Fig. 1: run 1, cell classes on the final placement
Fill, decap, tap and diode cells in grey.
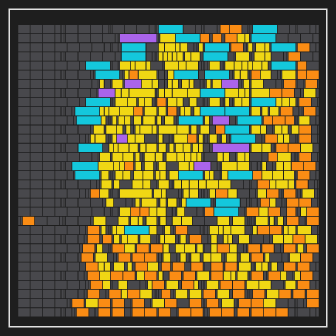
Fig. 2: run 1, metal layers overlaid
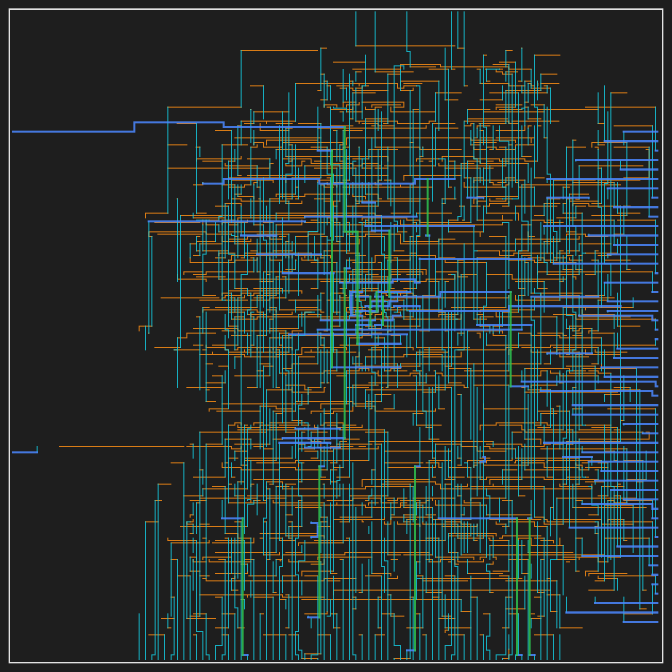
Fig. 3: run 1, drive-strength map
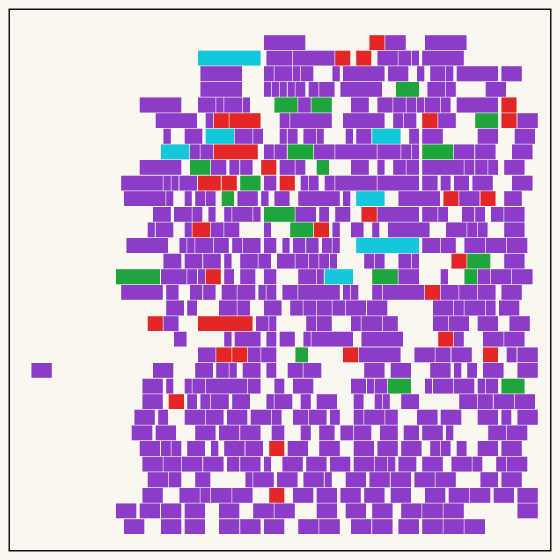
Fig. 4: run 1, placement view
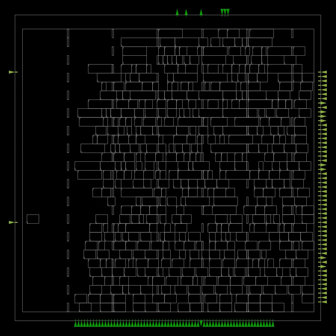
<file path="config.mk">
export PLATFORM = sky130hd
export DESIGN_NAME = ila_seq_ctrl_flat
export DESIGN_NICKNAME = d
export VERILOG_FILES = /design/src/rtl/jesd_pkg.sv /design/src/rtl/ila_seq_ctrl_if.sv /design/src/rtl/ila_pos_cnt.sv /design/src/rtl/ila_seq_ctrl.sv /design/src/flat_wrapper.sv
export SDC_FILE = /design/constraint.sdc
export NUM_CORES = 1
export LEC_CHECK = 0
export CORE_MARGIN = 2
export CORE_UTILIZATION = 37
export DETAILED_ROUTE_END_ITERATION = 6
export HOLD_SLACK_MARGIN = 0.12
export PLACE_DENSITY = 0.83
export REMOVE_ABC_BUFFERS = 1
export SYNTH_ARGS = -nofsm -noshare
export SYNTH_HDL_FRONTEND = slang
export SYNTH_SLANG_ARGS = --single-unit
</file>
<file path="constraint.sdc">
create_clock -name clk -period 3.5 [get_ports clk]
set_input_delay 1.05 -clock clk [delete_from_list [all_inputs] [get_ports clk]]
set_output_delay 1.05 -clock clk [all_outputs]
set_load 0.1 [all_outputs]
</file>
<file path="src/rtl/jesd_pkg.sv">
// jesd_pkg: shared JESD204B lane constants, FSM state encodings and link-mux selects.
package jesd_pkg;
  localparam logic [7:0] K28_0 = 8'h1C;
  localparam logic [7:0] K28_3 = 8'h7C;
  localparam logic [7:0] K28_4 = 8'h9C;
  localparam logic [7:0] K28_5 = 8'hBC;
  typedef enum logic [3:0] {
    S_IDLE  = 4'b0001,
    S_ARMED = 4'b0010,
    S_RUN   = 4'b0100,
    S_DONE  = 4'b1000
  } ila_state_e;
  // The link FSM raises the ILA sequencer's start level whenever it selects SEL_ILA.
  typedef enum logic [1:0] {
    SEL_DATA = 2'd0,
    SEL_K    = 2'd1,
    SEL_ILA  = 2'd2
  } lane_sel_e;
  typedef struct packed {
    logic       is_k;
    logic [7:0] octet;
  } lane_oct_t;
  function automatic logic ila_selected(lane_sel_e s);
    return s == SEL_ILA;
  endfunction
endpackage

</file>
<file path="src/rtl/ila_seq_ctrl_if.sv">
// ila_seq_ctrl_if: link-control side and lane-mux side signals of the ILA sequencer.
interface ila_seq_ctrl_if;
  logic         i_start;
  logic         i_lmfc_clk;
  logic [111:0] i_cfg_data;
  logic [7:0]   o_octet;
  logic         o_is_k;
  logic         o_valid;
  logic         o_done;
  logic         o_align_err;
  modport master (
    output i_start, i_lmfc_clk, i_cfg_data,
    input  o_octet, o_is_k, o_valid, o_done, o_align_err
  );
  modport slave (
    input  i_start, i_lmfc_clk, i_cfg_data,
    output o_octet, o_is_k, o_valid, o_done, o_align_err
  );
endinterface

</file>
<file path="src/rtl/ila_pos_cnt.sv">
// ila_pos_cnt: octet-in-multiframe / multiframe counter pair; holds the position currently on the output.
module ila_pos_cnt #(
  parameter int FK  = 32,
  parameter int NMF = 4
) (
  input  logic       clk,
  input  logic       rst,
  input  logic       adv,
  output logic [9:0] nxt_oc,
  output logic [7:0] nxt_mf,
  output logic       last_oc,
  output logic       last_mf
);
  logic [9:0] oc;
  logic [7:0] mf;
  assign last_oc = oc == 10'(FK - 1);
  assign last_mf = mf == 8'(NMF - 1);
  assign nxt_oc  = last_oc ? 10'd0 : oc + 10'd1;
  assign nxt_mf  = last_oc ? mf + 8'd1 : mf;
  // Anything other than advancing parks the counters at the sequence origin.
  always_ff @(posedge clk) begin
    if (rst || !adv) begin
      oc <= '0;
      mf <= '0;
    end else begin
      oc <= nxt_oc;
      mf <= nxt_mf;
    end
  end
endmodule

</file>
<file path="src/rtl/ila_seq_ctrl.sv">
// ila_seq_ctrl: emits the JESD204B ILA multiframes for one lane, aligned to the LMFC.
module ila_seq_ctrl
  import jesd_pkg::*;
#(
  parameter int F      = 2,
  parameter int K      = 16,
  parameter int ILA_MF = 4
) (
  input logic           clk,
  input logic           rst,
  ila_seq_ctrl_if.slave bus
);
  localparam int FK = F * K;
  ila_state_e state;
  logic [9:0] nxt_oc, sel_oc;
  logic [7:0] nxt_mf, sel_mf;
  logic       last_oc, last_mf, fin, adv;
  logic [3:0] cfg_idx;
  lane_oct_t  sel;
  assign fin = last_oc && last_mf;
  assign adv = state == S_RUN && bus.i_start && !fin;
  ila_pos_cnt #(.FK(FK), .NMF(ILA_MF)) u_pos (
    .clk     (clk),
    .rst     (rst),
    .adv     (adv),
    .nxt_oc  (nxt_oc),
    .nxt_mf  (nxt_mf),
    .last_oc (last_oc),
    .last_mf (last_mf)
  );
  // The octet being registered is the one after the displayed position, or (0,0) on the start edge.
  always_comb begin
    sel_oc  = state == S_RUN ? nxt_oc : 10'd0;
    sel_mf  = state == S_RUN ? nxt_mf : 8'd0;
    cfg_idx = 4'(sel_oc - 10'd2);
    sel = (sel_oc == 10'd0)                 ? {1'b1, K28_0}
        : (sel_oc == 10'(FK - 1))           ? {1'b1, K28_3}
        : (sel_mf == 8'd1 && sel_oc == 10'd1) ? {1'b1, K28_4}
        : (sel_mf == 8'd1 && sel_oc >= 10'd2 && sel_oc <= 10'd15)
                                            ? {1'b0, 8'(bus.i_cfg_data >> {cfg_idx, 3'b000})}
        :                                     {1'b0, sel_oc[7:0]};
  end
  always_ff @(posedge clk) begin
    if (rst) begin
      state           <= S_IDLE;
      bus.o_octet     <= 8'h00;
      bus.o_is_k      <= 1'b0;
      bus.o_valid     <= 1'b0;
      bus.o_done      <= 1'b0;
      bus.o_align_err <= 1'b0;
    end else begin
      bus.o_octet <= 8'h00;
      bus.o_is_k  <= 1'b0;
      bus.o_valid <= 1'b0;
      bus.o_done  <= 1'b0;
      unique case (state)
        S_IDLE: if (bus.i_start) state <= S_ARMED;
        S_ARMED: begin
          if (!bus.i_start) state <= S_IDLE;
          else if (bus.i_lmfc_clk) begin
            state       <= S_RUN;
            bus.o_valid <= 1'b1;
            bus.o_octet <= sel.octet;
            bus.o_is_k  <= sel.is_k;
          end
        end
        S_RUN: begin
          if (bus.i_lmfc_clk && !last_oc) bus.o_align_err <= 1'b1;
          if (!bus.i_start) state <= S_IDLE;
          else if (fin) begin
            state      <= S_DONE;
            bus.o_done <= 1'b1;
          end else begin
            bus.o_valid <= 1'b1;
            bus.o_octet <= sel.octet;
            bus.o_is_k  <= sel.is_k;
          end
        end
        S_DONE: if (!bus.i_start) state <= S_IDLE;
        default: state <= S_IDLE;
      endcase
    end
  end
endmodule

</file>
<file path="src/flat_wrapper.sv">
// flat-port wrapper written by rule: the top's interface ports become plain ports
module ila_seq_ctrl_flat import jesd_pkg::*;
#(
  parameter int F      = 2,
  parameter int K      = 16,
  parameter int ILA_MF = 4
)
  (clk, rst, bus_i_start, bus_i_lmfc_clk, bus_i_cfg_data, bus_o_octet, bus_o_is_k, bus_o_valid, bus_o_done, bus_o_align_err);
  ila_seq_ctrl_if bus_i ();
  input logic clk;
  input logic rst;
  input wire logic [$bits(bus_i.i_start)-1:0] bus_i_start;
  input wire logic [$bits(bus_i.i_lmfc_clk)-1:0] bus_i_lmfc_clk;
  input wire logic [$bits(bus_i.i_cfg_data)-1:0] bus_i_cfg_data;
  output wire logic [$bits(bus_i.o_octet)-1:0] bus_o_octet;
  output wire logic [$bits(bus_i.o_is_k)-1:0] bus_o_is_k;
  output wire logic [$bits(bus_i.o_valid)-1:0] bus_o_valid;
  output wire logic [$bits(bus_i.o_done)-1:0] bus_o_done;
  output wire logic [$bits(bus_i.o_align_err)-1:0] bus_o_align_err;
  assign bus_i.i_start = bus_i_start;
  assign bus_i.i_lmfc_clk = bus_i_lmfc_clk;
  assign bus_i.i_cfg_data = bus_i_cfg_data;
  assign bus_o_octet = bus_i.o_octet;
  assign bus_o_is_k = bus_i.o_is_k;
  assign bus_o_valid = bus_i.o_valid;
  assign bus_o_done = bus_i.o_done;
  assign bus_o_align_err = bus_i.o_align_err;
  ila_seq_ctrl #(.F(F), .K(K), .ILA_MF(ILA_MF)) u_core (.clk(clk), .rst(rst), .bus(bus_i));
endmodule
</file>
==> run summary, run 1 <==
fresh numbers from the pnr run: syn avg cell area=7.776 µm², grt total ovfl=0, Syn Inst Count=386, CTS Buf Count=5, stage-log warning count=25, Worst Path Buf+Inv=0, overall power=1.006 mW, crit-path cells=ha_1, and4_1, o311ai_0, o21ai_0, a31oi_1, or4b_1, a311o_1, a211oi_2, CTS tree=yes, max frequency=322.0 MHz, final hold viol count=0, critical path class=reg -> reg, Top area cell types=dfxtp_1 (23%), mux2i_1 (8.3%), nor2_1 (4.5%), Final min period=3106 ps, vias in the first global route=3575, Initial DRC Count=225, Slew Limit Fails=0, Die Span Y=94.07 µm, top cell type by total area after synthesis=dfxtp_1, PwrDens=224.1 nW/µm², chip area in the Yosys report=3002 µm², Cell Area, Placed=4350 µm², Synth top area share=0.2268, later-pin clock latency in the skew report=290 ps, initial core utilization=0.3845, Synth Register Bits=34, P_leak=1.473 nW, flip-flops with a built-in enable=0, CTS Hold Bufs=0, Largest delay share family, worst path=AND-OR/OR-AND gates, post-CTS sizing=0, Yosys warning count=0, met2 Track Usage GR=0.4446, Reg clk slew, reported paths=80 ps, Post-CTS Setup Inserts=0, CP Launch Type=flip-flop, Yosys cell types=71, Synth Flop Type=dfxtp_1, global routing usage on met3=0.05297, CP max stage cell=or4b_1, drt drc=0, Slew headroom=0.5106, post-layout period usage of the worst path=0.8874, H-Tree Depth=2, critical path peak fanout=7, number of setup violations in the final report=0, worst hold path class=reg -> reg, Area growth, synth to finish=49.52%, DIE AREA=8849 µm², CP arrival=3310 ps, global-route wire length before repair=16.99 mm, share of layout cells above drive strength 1=0.1131, M1 GR Usage=0.2749, worst IR drop on VDD=0.0001454 V, max-capacitance violation count=0, unrepaired setup endpoints after global routing=false, CP peak stage delay=710 ps, Setup Skew=7.057 ps, ANT nets after route=0, Worst Path Required=3710 ps, GP Congestion=0.8736, largest net degree at the start of global routing=52, clock sink total=34, die width=94.07 µm, Synth Seq Share=0.2268, initial antenna violation count=0, ant diodes=0, ys cells=386, Hold Slack=483.0 ps, Slew @ Worst Pin=727.4 ps, DRT Pass-1 Iters=6, Crit. End Element=flip-flop, dpl hpwl=8.274 mm, I/O Buffers=127, CTS root buffer=clkbuf_8, # IOs=128, status=completed, flop2flop setup slack=390 ps, grt peak-use layer=met2, Post-Syn Area=3002 µm², Nets=622, Avg Vias per Cell=5.858, maximum root-to-sink buffer count=2, asr flop ratio synth=0
Back to the opening pictures, Fig. 1:
Key: combinational and other logic = yellow [cells 321, share of their area 50%]; flops = cyan [cells 34, share of their area 16%]; other buffers and delay cells = orange [cells 141, share of their area 31%]; clock drivers and dummy loads = purple [cells 8, share of their area 3.2%]
site row count: 32
Placeable Area: 7807 µm²
sequential cell area share: 0.1519
Design Area, Final: 4488 µm²
Post-Route Utilization: 0.5748

Back to the opening pictures, Fig. 2:
Key: metal 4 = green [wire length 239 µm]; metal 2 = cyan [wire length 5310 µm]; metal 3 = blue [wire length 835 µm]; metal 1 = orange [wire length 4200 µm]
via count: 3550
drt wl/cell: 17.46 µm
GRT Util Overall: 0.2423
final WL: 10.58 mm

Back to the opening pictures, Fig. 3:
Key: _2 cells = green [cells 19, share 3.8%]; _3 and _4 cells = red [cells 31, share 6.2%]; _0 and _1 cells = purple [cells 447, share 89%]; _6 and larger = cyan [cells 7, share 1.4%]

Back to the opening pictures, Fig. 4:
fill cell count: 707
final cell count without fillers: 606
FF+latch count: 34
n_taps: 102

## run 1: through the flow
step	cells	setup slack (ps)	util	TNS [ps]
2_1_floorplan	355	-1452	-	-10150
3_3_place_gp	598	474.4	0.5572	0
3_5_place_dp	598	392.1	0.5572	0
4_1_cts	606	427.1	0.5748	0
5_1_grt	606	168.2	0.5748	0
6_report	606	394.1	0.5748	0
## run 1: Yosys cell counts (all sizes together), types with 6 or more instances
cell    instances
mux2i          25
nor2           36
nand3          21
o22ai           6
clkbuf         16
o211ai         10
inv             8
dfxtp          34
a31oi           7
xor2            8
buf            15
nand2          21
a21oi          14
nand4           8
xnor2           8
o21ai          21
nor4            7
nor3           13
mux2            7
## run 1: sequential cells by signal, summed over array words and instances (netlist names)
signal	flops
u_core.bus.o_octet	8
u_core.u_pos.mf	8
u_core.bus.o_done	1
u_core.bus.o_valid	1
u_core.state	4
u_core.bus.o_align_err	1
u_core.bus.o_is_k	1
u_core.u_pos.oc	10
## run 1: worst register-to-register path: stages (launching register included)
cell,delay (ps)
dfxtp_1,390
ha_1,270
and4_1,370
o311ai_0,180
o21ai_0,310
a31oi_1,240
or4b_1,710
a311o_1,330
a211oi_2,220
## run 1: routing by layer
layer	up-vias	wire [µm]
met2	142	5310
met3	28	834
met5	-	0
li1	1718	-
met4	0	238
met1	1662	4198
## run 1: cell type report
type,count,area (µm²)
Timing Repair Buffer,141,1346
Tap cell,102,127.6
Clock inverter,3,68.82
Fill cell,707,3319
Sequential cell,34,681.9
Clock buffer,5,68.82
Inverter,9,33.78
Multi-Input combinational cell,312,2161
## run 1: report_power, final
| group | switching [mW] | leakage, nW | internal (mW) |
|---|---|---|---|
| sequential | 0.00339 | 0.275 | 0.388 |
| combinational | 0.0393 | 1.13 | 0.130 |
| clock | 0.159 | 0.0683 | 0.286 |
| total | 0.201 | 1.47 | 0.804 |
## run 1: worst paths after layout
kind / start / to / cells after the start
max: u_core.u_pos.oc[1]$_SDFF_PP0_ / u_core.bus.o_octet[1]$_SDFF_PP0_ / 8
max reg2reg: u_core.u_pos.oc[1]$_SDFF_PP0_ / u_core.bus.o_octet[1]$_SDFF_PP0_ / 8
min reg2reg: u_core.bus.o_align_err$_SDFFE_PP0P_ / u_core.bus.o_align_err$_SDFFE_PP0P_ / 2
min: u_core.bus.o_align_err$_SDFFE_PP0P_ / u_core.bus.o_align_err$_SDFFE_PP0P_ / 2
## run 1: layout by cell type, fill, tap and decap left out, types with 8 or more instances in the layout
master,count
o211ai_1,10
nor3_1,12
buf_4,26
mux2i_1,25
o21ai_0,21
clkdlybuf4s50_1,115
xor2_1,8
xnor2_1,8
inv_1,8
dfxtp_1,33
nand3_1,21
a21oi_1,14
nor2_1,36
nand2_1,21
## run 1: cell families (layout without fill, tap and decap cells)
family	Yosys count	in the layout	synth area share
buffers and inverters	40	158	0.05877
AND-OR/OR-AND	115	115	0.2801
adder cells (fa/ha/maj)	3	3	0.01251
multiplexers	32	32	0.1109
AND/OR/NAND/NOR	146	146	0.2643
XOR/XNOR	16	16	0.04669
flip-flops	34	34	0.2268
==> run 2, diff against run 1 <==
Settings changed: PLACE_DENSITY 0.83 to 0.8.
Clock period 3.5 ns to 2.98 ns, I/O delays scaled along.
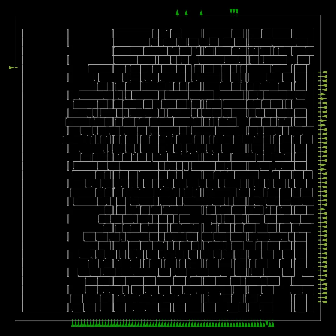
Fig. 5. Placement view (run 2).
Post-Route Utilization: 0.5965
sequential cell area share: 0.1464
fill cell count: 702

==> run 2 against run 1 <==
Core utilization rose by 2.2 points. Largest power group is now sequential cells. Power rose by 8.4%. Synthesized cell count did not move. Largest cell class unchanged. Count of clock-buffer cells in the layout did not move.
==> run summary, run 2 <==
fresh numbers from the pnr run: status=completed, Largest regs=u_core.u_pos.oc (10), u_core.bus.o_octet (8), u_core.u_pos.mf (8), post-layout period usage of the worst path=0.9603 (+0.07288), I/O Buffers=127 (unchanged), DRT Pass-1 Iters=5 (-1), ys cells=386 (unchanged), CTS Buf Count=5 (unchanged), syn avg cell area=7.776 µm² (unchanged), grt total ovfl=0 (unchanged), most frequent cell after synthesis=nor2_1, Placeable Area=7807 µm² (unchanged), top cell type by total area after synthesis=dfxtp_1, GP Congestion=0.8790 (+0.62%), Top area cell types=dfxtp_1 (23%), mux2i_1 (8.3%), nor2_1 (4.5%), maximum root-to-sink buffer count=2 (unchanged), ANT nets after route=0 (unchanged), die width=94.07 µm (unchanged), worst hold path class=reg -> reg, Slew @ Worst Pin=575.6 ps (-151.8 ps), max-capacitance violation count=0 (unchanged), dpl hpwl=8.928 mm (+7.9%), Die Span Y=94.07 µm (unchanged), CP max stage cell=or4b_4, Crit. End Element=flip-flop, Largest delay share family, worst path=simple AND/OR/NAND/NOR gates, CTS root buffer=clkbuf_8, Slew Limit Fails=0 (unchanged), clock sink total=34 (unchanged), R2R depth=10 (+2), Area growth, synth to finish=55.15%, GRT Util Overall=0.2584 (+0.01614), CP Launch Point=u_core.u_pos.oc[0]$_SDFF_PP0_, Cell Area, Placed=4501 µm² (+3.5%), Initial DRC Count=406 (+80%), synth cell count leaders=nor2_1 (36), dfxtp_1 (34), mux2i_1 (25), pre-CTS setup slack=17.74 ps (-374.4 ps), PwrDens=234.1 nW/µm² (+4.5%), flop2flop setup slack=120 ps (-280 ps), CTS tree=yes, commonest non-fill, non-tap cells in the layout=clkdlybuf4s50_1 (115), buf_4 (47), nor2_1 (36), global-route wire length before repair=17.88 mm (+5.2%), ant diodes=0 (unchanged), Levels on crit path=10 (+2), final WL=11.28 mm (+6.6%), Reg clk slew, reported paths=70 ps (about the same), unrepaired setup endpoints after global routing=true, Yosys cell types=71 (unchanged), Post-Syn Area=3002 µm² (unchanged), r2r startpoint=u_core.u_pos.oc[0]$_SDFF_PP0_, initial core utilization=0.3845 (unchanged), drt wl/cell=17.99 µm (+3.0%), number of setup violations in the final report=0 (unchanged), Synth Register Bits=34 (unchanged), Worst Path Buf+Inv=2 (+2), Yosys warning count=0 (unchanged), critical path class=reg -> reg, Slew headroom=0.6163 (+0.1057), most frequently placed logic cell in the final layout=clkdlybuf4s50_1, worst IR drop on VDD=0.0001293 V (-11%), CP Launch Type=flip-flop, H-Tree Depth=2 (unchanged), CP arrival=3080 ps (-230 ps), Synth Flop Type=dfxtp_1, Most flops, register=u_core.u_pos.oc, P_leak=1.571 nW (+6.7%), Design Area, Final=4657 µm² (+3.8%), largest net degree at the start of global routing=51 (-1.9%), Final min period=2862 ps (-244.3 ps), crit-path cells=ha_1, buf_4, and4_2, buf_4, nand4_1, mux2i_1, nand4_2, or4b_4, a311o_1, a211oi_2, flip-flops with a built-in enable=0 (unchanged), max reg flops=10 (unchanged), Avg Vias per Cell=5.874 (+0.27%), asr flop ratio synth=0 (unchanged), share of layout cells above drive strength 1=0.1638 (+0.05071), drt drc=0 (unchanged), critical path peak fanout=5 (-2), DIE AREA=8849 µm² (unchanged), final cell count without fillers=627 (+3.5%), vias in the first global route=3656 (+2.3%), placed cell count=618 (+3.3%), Synth Seq Share=0.2268 (unchanged), storage element area=681.9 µm² (unchanged), fin worst setup slack=118.4 ps (-275.7 ps), site row count=32 (unchanged), max frequency=349.5 MHz (+8.5%), Syn Inst Count=386 (unchanged), stage-log warning count=26 (+4.0%), crit path to=u_core.bus.o_octet[1]$_SDFF_PP0_, chip area in the Yosys report=3002 µm² (unchanged), # IOs=128 (unchanged), via count=3683 (+3.7%), Synth top area share=0.2268 (unchanged), initial antenna violation count=0 (unchanged), Setup Skew=5.730 ps (-1.327 ps), r2r endpoint=u_core.bus.o_octet[1]$_SDFF_PP0_, Nets=643 (+3.4%), Worst Path Required=3200 ps (-510 ps), most frequent cell on the critical path=buf_4, final hold viol count=0 (unchanged), CP peak stage delay=560 ps (-150 ps), later-pin clock latency in the skew report=300 ps (about the same), Logic cell area=2201 µm² (+1.9%)
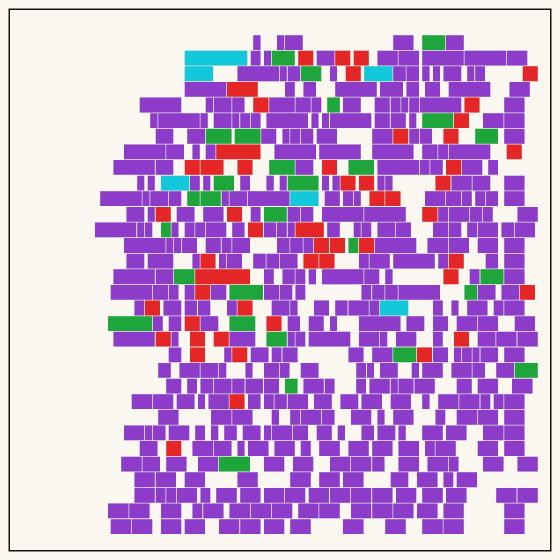
Fig. 6. Drive-strength map (run 2).
Key: _0 and _1 cells = purple [cells 439, share 84%]; _6 and larger = cyan [cells 6, share 1.1%]; _2 cells = green [cells 28, share 5.3%]; _3 and _4 cells = red [cells 52, share 9.9%]

run 2: cell counts after synthesis:
No cell type changed its count.
run 2: power breakdown:
part | switching (mW) | total [mW] | internal, mW | leakage (nW)
registers | 0.00149 | 0.458 | 0.456 | 0.275
logic | 0.0511 | 0.208 | 0.156 | 1.24
clock network | 0.179 | 0.425 | 0.246 | 0.0579
total | 0.231 | 1.09 | 0.859 | 1.57
run 2: final cells by class:
type	instances	area share
Clock buffer	5	0.01478
Clock inverter	3	0.008598
Inverter	9	0.007254
Multi-Input combinational cell	312	0.4726
Sequential cell	34	0.1464
Tap cell	102	0.02740
Timing Repair Buffer	162	0.3229
run 2: metrics by stage:
| step | util | hold slack (ps) | total power [mW] | TNS, ps |
|---|---|---|---|---|
| floorplan | - | 495.8 | 0.5057 | -20120 |
| global placement | 0.5764 | 434.5 | 0.6709 | 0 |
| detailed placement | 0.5764 | 447.8 | 0.6744 | 0 |
| CTS | 0.5904 | 458.3 | 1.093 | 0 |
| global route | 0.5965 | 486.1 | 1.130 | -13.81 |
| finish | 0.5965 | 457.8 | 1.090 | 0 |
run 2: cell families (layout without fill, tap and decap cells):
logic type                 count (synthesis)  in the layout  share of synthesized area
buffers and inverters                     40            179                    0.05877
AOI/OAI and AO/OA                        115            115                     0.2801
and+or+nand+nor                          146            146                     0.2643
adders and majority gates                  3              3                    0.01251
DFF                                       34             34                     0.2268
xor gates and xnor gates                  16             16                    0.04669
muxes                                     32             32                     0.1109
run 2: worst min path at each step:
stage                                        startpoint  depth (start not counted)                             to
after global placement    u_core.u_pos.oc[0]$_SDFF_PP0_                          1  u_core.u_pos.oc[0]$_SDFF_PP0_
after floorplan           u_core.u_pos.mf[7]$_SDFF_PP0_                          2  u_core.u_pos.mf[7]$_SDFF_PP0_
after CTS                 u_core.u_pos.oc[0]$_SDFF_PP0_                          1  u_core.u_pos.oc[0]$_SDFF_PP0_
final                     u_core.u_pos.oc[0]$_SDFF_PP0_                          1  u_core.u_pos.oc[0]$_SDFF_PP0_
after global routing      u_core.u_pos.oc[0]$_SDFF_PP0_                          1  u_core.u_pos.oc[0]$_SDFF_PP0_
after detailed placement  u_core.u_pos.oc[0]$_SDFF_PP0_                          1  u_core.u_pos.oc[0]$_SDFF_PP0_
run 2: layer usage:
layer | GRT usage | wire [µm] | up-vias
met5 | 0 | 0 | -
met3 | 0.06822 | 959 | 29
met4 | 0.08816 | 337 | 0
li1 | - | - | 1763
met1 | 0.2886 | 4332 | 1723
met2 | 0.4708 | 5654 | 168
run 2: repair_timing:
action                                  CTS  global route
hold buffers                              0             0
endpoints found under the setup margin    0             5
buffers inserted                          0             1
resized                                   0             8
Power is estimated from default activity; no workload was simulated.
